==> config.mk <==
export PLATFORM = sky130hd
export DESIGN_NAME = aqp_esp_notify_tx
export DESIGN_NICKNAME = d
export VERILOG_FILES = /design/src/rtl/aqp_esp_notify_tx.sv
export SDC_FILE = /design/constraint.sdc
export NUM_CORES = 1
export LEC_CHECK = 0
export CORE_MARGIN = 3
export CORE_UTILIZATION = 30
export CTS_CLUSTER_DIAMETER = 120
export DETAILED_ROUTE_END_ITERATION = 10
export GPL_TIMING_DRIVEN = 1
export PLACE_DENSITY_LB_ADDON = 0.08
export SLEW_MARGIN = 5
export SYNTH_ARGS = -nofsm -noshare
export SYNTH_HDL_FRONTEND = slang
export SYNTH_SLANG_ARGS = --single-unit
==> constraint.sdc <==
create_clock -name clk -period 4.3 [get_ports clk]
set_clock_uncertainty 0.15 [all_clocks]
set_input_delay 0.43 -clock clk [delete_from_list [all_inputs] [get_ports clk]]
set_output_delay 0.43 -clock clk [all_outputs]
set_load 0.05 [all_outputs]
### Met1 routing

Supply wires on this layer in grey.
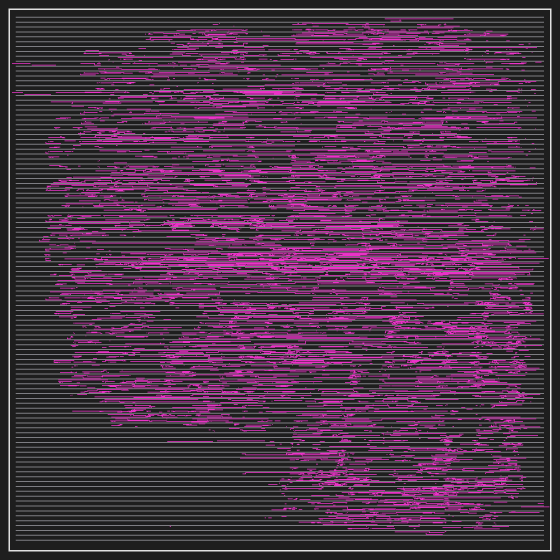
nets with wire on the layer: 1620
share of all routed wire: 49%
vias: 13720
Post-Route WL: 71160 µm
met1 Use GR: 23.67%

### Clock nets

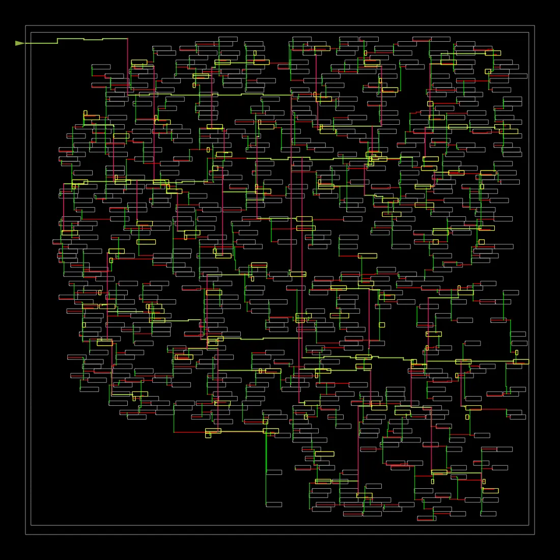
Seq cells: 632
CTS buffer count: 74
Latency at later pin: 0.61 ns
clock group power: 6.40 mW
number of clock buffers in the layout: 91

### Sequential cells coloured by netlist name

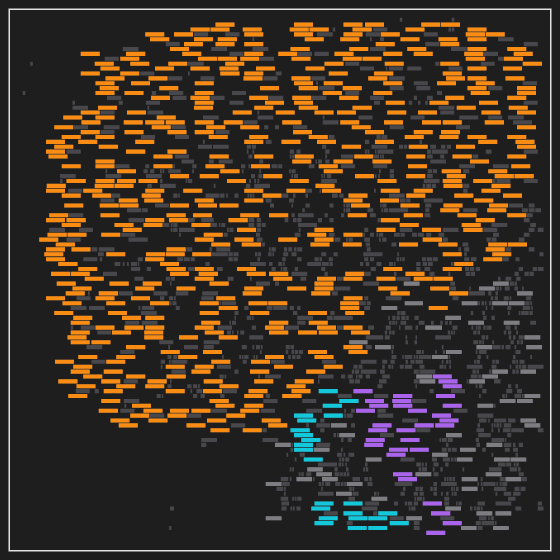
| signal | colour | sequential cells |
|---|---|---|
| `fifo_len` | purple | 32 |
| `fifo_base` | cyan | 24 |
| `mem` | orange | 512 |
Final Util: 36.28%
Flop area: 0.01867 mm²
Seq area share: 60.15%

==> out/metrics.csv <==
stage,metric,value,unit
cells_and_area,drive_gt1_share,24.49,%
critical_path,crit_chain,buf_12 > buf_12 > mux4_2 > mux4_2 > mux2_2 > o21ai_1 > a41oi_1 > a21o_1 > buf_4,
critical_path,r2r.worst_path.cells,14,
global_route,grt_pass1_vias,14170,
critical_path,cp.arrival,3.62,ns
clock_tree,htree_levels,3,
timing,rsz0062_at_grt,no,
global_route,gr-max-usage-layer,met2,
floorplan,io_pins,35,
power_and_ir_drop,power_density,530.9,mW/mm²
synthesis,async_flop_share,10.13,%
floorplan,taps,1144,
cells_and_area,nonClockBufferCount,175,
cells_and_area,nets,1685,
timing,hold_violations,0,
critical_path,r2r_slack,0.46,ns
power_and_ir_drop,switching_power,4.432,mW
synthesis,syn_inst,1447,
synthesis,largest_area_cell,edfxtp_1,
flow_run,tool_warnings,31,
synthesis,top_cells_by_count,"edfxtp_1, mux4_2, nor2_1, mux2i_1, dfrtp_1",
cells_and_area,n_antenna_cell,0,
critical_path,crit_path_max_fanout,23,
flow_run,drv_cap,0,
cells_and_area,multi_input_comb_cells,702,
status,status,"complete, no violations",
routing,drtIter0Drc,893,
timing,period_used_share,97.56,%
clock_tree,cts_tree,yes,
critical_path,cp_top_family,multiplexers,
synthesis,seq_area_frac_synth,71.70,%
synthesis,ys_cells,1447,
cells_and_area,combGateArea,0.006878,mm²
global_route,grt_overflow_total,0,
cells_and_area,sh_comb_area,22.16,%
cells_and_area,area_growth,19.26,%
cells_and_area,largestClassByArea,sequential cells,
[per-layer routing]
layer	wire length, µm	share of wire, %	vias to the layer above
met5	0	0	-
met4	1653	2.3	0
met3	2740	3.9	99
met2	32230	45	282
met1	34530	49	7207
li1	-	-	6134
[kinds of logic after synthesis]
kind of cell               synth area share [%]
DFF                                       71.70
and+or+nand+nor                           4.967
muxes                                     14.07
AOI/OAI and AO/OA                         4.260
buffers and inverters                     1.943
adders and majority gates                 2.087
xor gates and xnor gates                 0.9760
[power by group through the flow]
stage                     combinational, mW  sequential, mW  clock (mW)
after global routing                   2.90            7.47        6.84
after CTS                              2.72            7.43        6.59
after floorplan                        1.75            7.37           0
after global placement                 2.65            7.57           0
after detailed placement               2.66            7.58           0
final                                  2.65            7.43        6.40
[through the flow]
step                      power, mW  worst slack (ns)  cell area [µm²]  std cells  utilization (%)
final                         16.47            0.1047            31030       2826            36.28
after global routing          17.21          0.002534            31030       2826            36.28
after floorplan               9.126            0.5129            26020       1447                -
after CTS                     16.75           0.05013            31030       2826            36.27
after global placement        10.23            0.4328            28470       2685            33.27
after detailed placement      10.24            0.3931            28470       2685            33.27
[what timing repair did]
action	4_1_cts	5_1_grt
endpoints found under the hold margin	64	0
endpoints found under the setup margin	6	2
setup buffers	5	0
hold buffers	1	0
pin swaps	0	0
resized	2	2
[cell usage in the layout (no fill, tap or decap), types with 23 or more instances in the layout]
| master | n |
|---|---|
| o21ai_0 | 41 |
| xnor2_1 | 23 |
| edfxtp_1 | 568 |
| mux4_2 | 128 |
| mux2i_1 | 70 |
| nand2_1 | 51 |
| clkbuf_16 | 76 |
| nand3_1 | 24 |
| inv_1 | 36 |
| buf_4 | 141 |
| a21oi_1 | 31 |
| a22oi_1 | 26 |
| ha_1 | 29 |
| dfrtp_1 | 61 |
| nor2_1 | 104 |
Power is estimated from default activity; no workload was simulated.
